## config.mk

```make
export PLATFORM = sky130hd
export DESIGN_NAME = uart_rx_baud_ctrl
export DESIGN_NICKNAME = d
export VERILOG_FILES = /design/src/rtl/uart_rx_baud_ctrl.sv
export SDC_FILE = /design/constraint.sdc
export NUM_CORES = 1
export LEC_CHECK = 0
export CAP_MARGIN = 10
export CORE_MARGIN = 2
export CORE_UTILIZATION = 61
export DETAILED_ROUTE_END_ITERATION = 10
export PLACE_DENSITY = 0.85
export SETUP_SLACK_MARGIN = 0.2
export SLEW_MARGIN = 10
export SYNTH_ARGS = -nofsm -noshare
export SYNTH_HDL_FRONTEND = slang
export SYNTH_SLANG_ARGS = --single-unit
```

## constraint.sdc

```tcl
create_clock -name clk -period 5.9 [get_ports clk]
set_clock_uncertainty 0.1 [all_clocks]
set_input_delay 1.77 -clock clk [delete_from_list [all_inputs] [get_ports clk]]
set_output_delay 1.77 -clock clk [all_outputs]
set_load 0.01 [all_outputs]
```

## src/rtl/uart_rx_baud_ctrl.sv

```systemverilog
// Baud-rate timing sequencer for the UART receiver: start-bit centring and per-bit sample
// strobes, a runtime-loadable divisor deferred to idle, and a per-frame tick watchdog.
module uart_rx_baud_ctrl #(
  parameter int unsigned CLK_FREQ     = 50_000_000,
  parameter int unsigned DEFAULT_BAUD = 115200,
  parameter int unsigned DIV_W        = 16,
  parameter int unsigned MAX_TICKS    = 12
) (
  input  logic             clk,
  input  logic             rst_n,
  input  logic [DIV_W-1:0] baud_div_i,
  input  logic             baud_div_load,
  input  logic             rx_en,
  input  logic             rx_start_align,
  output logic             rx_half_baud_tick,
  output logic             rx_baud_tick,
  output logic [DIV_W-1:0] baud_div_o,
  output logic             cfg_pending,
  output logic             cfg_err,
  output logic             frame_timeout
);

  localparam int unsigned      TcW    = $clog2(MAX_TICKS + 1);
  localparam logic [DIV_W-1:0] DefDiv = DIV_W'(CLK_FREQ / DEFAULT_BAUD);
  localparam logic [DIV_W-1:0] MinDiv = DIV_W'(4);
  localparam logic [TcW-1:0]   MaxTc  = TcW'(MAX_TICKS);

  typedef enum logic [1:0] {StIdle, StHalf, StFull, StHold} state_e;

  state_e           state_q, state_d;
  logic [DIV_W-1:0] cnt_q, cnt_d;
  logic [TcW-1:0]   tc_q, tc_d;
  logic [DIV_W-1:0] div_q, div_d;
  logic [DIV_W-1:0] pval_q, pval_d;
  logic             pend_q, pend_d;
  logic             half_q, half_d;
  logic             baud_q, baud_d;
  logic             to_q, to_d;
  logic             err_q, err_d;

  logic [DIV_W-1:0] load_val;
  logic [DIV_W-1:0] half_last;
  logic [DIV_W-1:0] full_last;
  logic             resync;

  assign load_val  = (baud_div_i < MinDiv) ? MinDiv : baud_div_i;
  // Counters start at 0 the edge after the reference, so the strobe fires on count N-1.
  assign half_last = (div_q >> 1) - DIV_W'(1);
  assign full_last = div_q - DIV_W'(1);
  assign resync    = rx_start_align && rx_en;

  always_comb begin
    state_d = state_q;
    cnt_d   = cnt_q;
    tc_d    = tc_q;
    half_d  = 1'b0;
    baud_d  = 1'b0;
    to_d    = 1'b0;
    unique case (state_q)
      StIdle: begin
        cnt_d = '0;
        tc_d  = '0;
        if (resync) state_d = StHalf;
      end
      StHalf: begin
        if (!rx_en) begin
          state_d = StIdle;
          cnt_d   = '0;
          tc_d    = '0;
        end else if (rx_start_align) begin
          cnt_d = '0;
          tc_d  = '0;
        end else if (cnt_q == half_last) begin
          half_d  = 1'b1;
          state_d = StFull;
          cnt_d   = '0;
          tc_d    = '0;
        end else begin
          cnt_d = cnt_q + DIV_W'(1);
        end
      end
      StFull: begin
        if (!rx_en) begin
          state_d = StIdle;
          cnt_d   = '0;
          tc_d    = '0;
        end else if (rx_start_align) begin
          state_d = StHalf;
          cnt_d   = '0;
          tc_d    = '0;
        end else if (cnt_q == full_last) begin
          cnt_d = '0;
          if (tc_q == MaxTc) begin
            to_d    = 1'b1;
            state_d = StHold;
          end else begin
            baud_d = 1'b1;
            tc_d   = tc_q + TcW'(1);
          end
        end else begin
          cnt_d = cnt_q + DIV_W'(1);
        end
      end
      StHold: begin
        cnt_d = '0;
        if (!rx_en) begin
          state_d = StIdle;
          tc_d    = '0;
        end else if (rx_start_align) begin
          state_d = StHalf;
          tc_d    = '0;
        end
      end
      default: begin
        state_d = StIdle;
        cnt_d   = '0;
        tc_d    = '0;
      end
    endcase
  end

  // A divisor change never lands mid-frame; it waits in pval_q until the sequencer is idle.
  always_comb begin
    div_d  = div_q;
    pend_d = pend_q;
    pval_d = pval_q;
    err_d  = 1'b0;
    if (state_q == StIdle && pend_q) begin
      div_d  = pval_q;
      pend_d = 1'b0;
    end
    if (baud_div_load) begin
      err_d = (baud_div_i < MinDiv);
      if (state_q == StIdle) begin
        div_d  = load_val;
        pend_d = 1'b0;
      end else begin
        pval_d = load_val;
        pend_d = 1'b1;
      end
    end
  end

  always_ff @(posedge clk or negedge rst_n) begin
    if (!rst_n) begin
      state_q <= StIdle;
      cnt_q   <= '0;
      tc_q    <= '0;
      div_q   <= DefDiv;
      pval_q  <= '0;
      pend_q  <= 1'b0;
      half_q  <= 1'b0;
      baud_q  <= 1'b0;
      to_q    <= 1'b0;
      err_q   <= 1'b0;
    end else begin
      state_q <= state_d;
      cnt_q   <= cnt_d;
      tc_q    <= tc_d;
      div_q   <= div_d;
      pval_q  <= pval_d;
      pend_q  <= pend_d;
      half_q  <= half_d;
      baud_q  <= baud_d;
      to_q    <= to_d;
      err_q   <= err_d;
    end
  end

  assign rx_half_baud_tick = half_q;
  assign rx_baud_tick      = baud_q;
  assign baud_div_o        = div_q;
  assign cfg_pending       = pend_q;
  assign cfg_err           = err_q;
  assign frame_timeout     = to_q;

endmodule

```

Figure 1. The metal 1 layer (run 1).
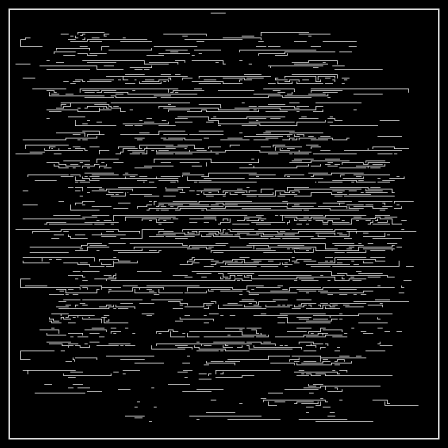
The wires run mostly horizontal. The layer carries 4120 microns of wire. The layer holds 44% of the routed length.
met1 Use GR: 40.1%
via count: 3272

Figure 2. Met2 routing (run 1).
The bar under the picture is 20 microns long. Cells faint in the background.
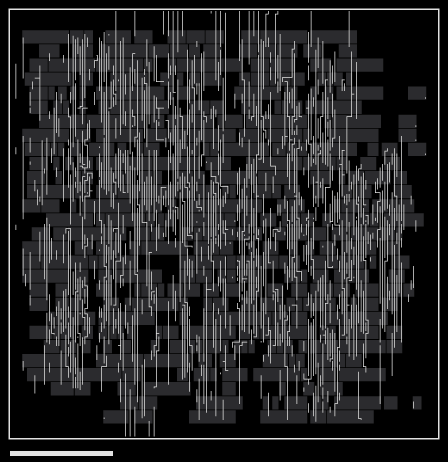
The wires run mostly vertical. The longest straight run is 27.2 microns. The layer carries 4460 microns of wire. The layer holds 47% of the routed length. 393 nets have wire on it.
Routed WL: 9.39 mm
met2 usage: 47.5%

==> impl_metrics.toml, run 1 <==
# implementation run metrics
[pwr]
switching_share_pct = 32.8
p_seq_w = 0.000522
total_power_w = 0.00118
netSwitchingPower_w = 0.000388
leakage_nw = 1.72
p_comb_w = 0.000295
p_clk_share_pct = 31.0
internal_power_w = 0.000795

[timing]
setup_slack_ps = 1970
setup_viol = 0
rsz0062_at_grt = "false"
slew_headroom_pct = 19.9
whs_ps = 402
max_freq_mhz = 254

[route]
drt_iter0_drc = 328
wl_met3_microns = 580
firstDrtPassIters = 5
wl_met1_mm = 4.12
routed-wl-met2_mm = 4.46

[cts]
cts_resized = 0
clock_latency_ps = 350
clockBufferDepth = 2
cts_buffers = 9
cts-root-buf = "clkbuf_8"
cts_hold_buffers = 0
post-cts-setup-buffers = 0

[status]
status = "finished, final reports clean"

[run]
drv_cap = 0

[logic_synthesis]
synth_seq_share_pct = 39.2
adder_share_pct = 1.99
syn-num-nets = 436
ys_ff = 59
xor_share_pct = 12.0
top_cell_area_share_pct = 35.7
ys_cells = 409
logic_family = "simple AND/OR/NAND/NOR gates"
topCellsByArea = "dfrtp_1, xnor2_1, xor2_1, mux2_2, nand2_1"
netlist-cell-type-count = 62
ys_sh_aoi_pct = 15.2
synth_area_leader_cell = "dfrtp_1"
avgSynthCellArea_sq_um = 9.24
synth_area_sq_um = 3780
muxShareOfSynthArea_pct = 4.17

[layout]
nNonClkInverters = 9
seqCellArea_sq_um = 1480
final_cells = 513
comb_area_share_pct = 48.9
clk_share_pct = 4.47
area_growth_pct = 14.8
drive_gt1_share_pct = 11.6
largestClassByArea = "multi-input combinational cells"
num-clock-buffers = 11
utilization_pct = 72.8
seq_share_pct = 34.2
fin_area_sq_um = 4340

[min_path]
min_from = "pval_q[1]"
hold_class = "flip-flop to flip-flop"

[critical_path]
cp-start-kind = "flip-flop"
critPathMaxStageDelay_ps = 620
cp_max_fo = 17
cp_cell_sequence = "inv_1 -> ha_1 -> or4b_4 -> a2111oi_2 -> and4_1 -> o211ai_1 -> nor4_1 -> nor3b_1 -> o21ai_2 -> a2bb2oi_1"
cp.required_ps = 5990
cp.depth = 10
crit_type = "flip-flop to flip-flop"

[floorplan]
die_h_microns = 82.7
pin_count = 42
core_sq_um = 5960

[placement]
io_buffer_count = 41
post-place-cells = 497
gp_congestion = 0.912

[global_routing]
grt_pass1_wl_mm = 15.4
grt.total_usage_pct = 30.1
Figure 3. M3 wires (run 1).
The bar under the picture is 20 microns long.
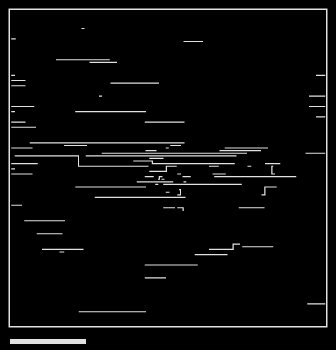
The longest straight run is 40.2 microns. The layer holds 6.2% of the routed length. The wires run mostly horizontal. 50 nets have wire on it.
met3 Use GR: 6.96%

Figure 4. M4 wires (run 1).
Cells faint in the background.
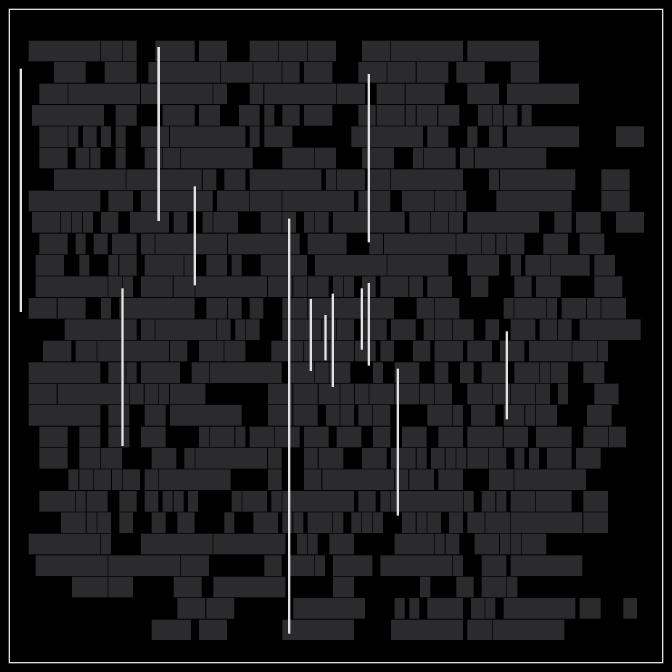

## Run 2: what changed since run 1
--- a/config.mk
+++ b/config.mk
@@ -7,9 +7,9 @@
 export LEC_CHECK = 0
 export CAP_MARGIN = 10
 export CORE_MARGIN = 2
-export CORE_UTILIZATION = 61
+export CORE_UTILIZATION = 51
 export DETAILED_ROUTE_END_ITERATION = 10
-export PLACE_DENSITY = 0.85
+export PLACE_DENSITY = 0.76
 export SETUP_SLACK_MARGIN = 0.2
 export SLEW_MARGIN = 10
 export SYNTH_ARGS = -nofsm -noshare
==> constraint.sdc (replaced) <==
create_clock -name clk -period 3.2 [get_ports clk]
set_clock_uncertainty 0.1 [all_clocks]
set_input_delay 0.96 -clock clk [delete_from_list [all_inputs] [get_ports clk]]
set_output_delay 0.96 -clock clk [all_outputs]
set_load 0.01 [all_outputs]
Figure 5. M4 wires (run 2).
Cells faint in the background.
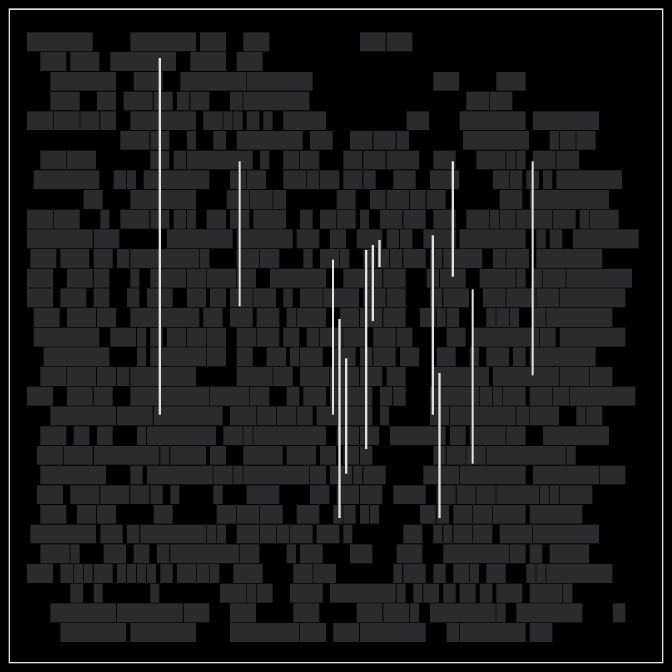
The wires run mostly vertical. The longest straight run is 49.0 microns. The layer carries 286 microns of wire.
via count: 3450
Routed WL: 10.1 mm

==> run 2 against run 1 <==
Net effect:
- hold slack lost 5.0 ps
- count of clock-buffer cells in the layout is 1 lower
- synthesized area did not move
- sequential share of layout area fell by 4.6 points
- synthesized cell count unchanged
- register-to-register slack got worse by 1800 ps
- global-route usage fell by 5.2 points
- final area up 16%
- cell count rose by 13%
- critical path depth unchanged
==> impl_metrics.toml, run 2 <==
# implementation run metrics
[layout]
utilization_pct = 69.6
drive_gt1_share_pct = 26.5
seq_share_pct = 29.5
diodes = 0
area_growth_pct = 32.9
num-clock-buffers = 10
final_cells = 582
seqCellArea_sq_um = 1480
largestClassByArea = "multi-input combinational cells"
nNonClkInverters = 9
clk_share_pct = 4.81
layout.nonclk_buf_share_pct = 15.9
fin_area_sq_um = 5020
comb_area_share_pct = 46.6

[logic_synthesis]
flop_cell = "dfrtp_1"
ys_sh_aoi_pct = 15.2
avgSynthCellArea_sq_um = 9.24
synth_cells = 409
ys_ff = 59
edf_count = 0
synth_area_sq_um = 3780
muxShareOfSynthArea_pct = 4.17
synth_area_leader_cell = "dfrtp_1"
top_cell_area_share_pct = 35.7
logic_family = "simple AND/OR/NAND/NOR gates"
ys_cells = 409
syn-num-nets = 436
synth_seq_share_pct = 39.2
topCellsByArea = "dfrtp_1, xnor2_1, xor2_1, mux2_2, nand2_1"
netlist-cell-type-count = 62
yosysWarnings = 0
xor_share_pct = 12.0
adder_share_pct = 1.99

[route]
antenna_left = 0
wl_met3_microns = 510
routed-wl-met2_mm = 5.17
drt_iter0_drc = 222
wl_met1_mm = 4.16

[timing]
setup_viol = 0
slew_headroom_pct = 26.7
whs_ps = 397
max_freq_mhz = 327
rsz0062_at_grt = "true"

[pwr]
netSwitchingPower_w = 0.000785
internal_power_w = 0.00172
switching_share_pct = 31.4
leakage_nw = 2.01
p_comb_w = 0.000751
p_clk_share_pct = 33.5
p_seq_w = 0.000913
total_power_w = 0.00250

[floorplan]
die_h_microns = 90.1
core_sq_um = 7210
pin_count = 42

[placement]
hpwl_mm = 7.09
io_buffer_count = 41
dp_slack_ps = 68.9
post-place-cells = 546
gp_congestion = 0.936

[min_path]
min_from = "pval_q[1]"
hold_class = "flip-flop to flip-flop"

[critical_path]
cp.required_ps = 3360
cp_top_family = "simple AND/OR/NAND/NOR gates"
cp_max_fo = 7
cp_cell_sequence = "buf_4 -> nor3_1 -> buf_4 -> xnor2_1 -> nor4_2 -> nand3_1 -> nor4_4 -> nor3b_4 -> or4_1 -> a21boi_1"
cp.depth = 10
critPathMaxStageDelay_ps = 480
crit_type = "flip-flop to flip-flop"
endpoint = "tc_q[2]"
worstPathArrival_ps = 3220
cp-start-kind = "flip-flop"
r2r_slack_ps = 140

[cts]
cts-root-buf = "clkbuf_8"
cts_hold_buffers = 0
cts_buffers = 9
clockBufferDepth = 2
post-cts-setup-buffers = 4
clock_latency_ps = 350

[global_routing]
grt_use_met2_pct = 41.5
grt.total_usage_pct = 24.9
grt_pass1_wl_mm = 16.4
first_global_vias = 3342
use_met1_pct = 32.0
use_met3_pct = 5.03

[status]
status = "finished, final reports clean"

[run]
drv_cap = 0
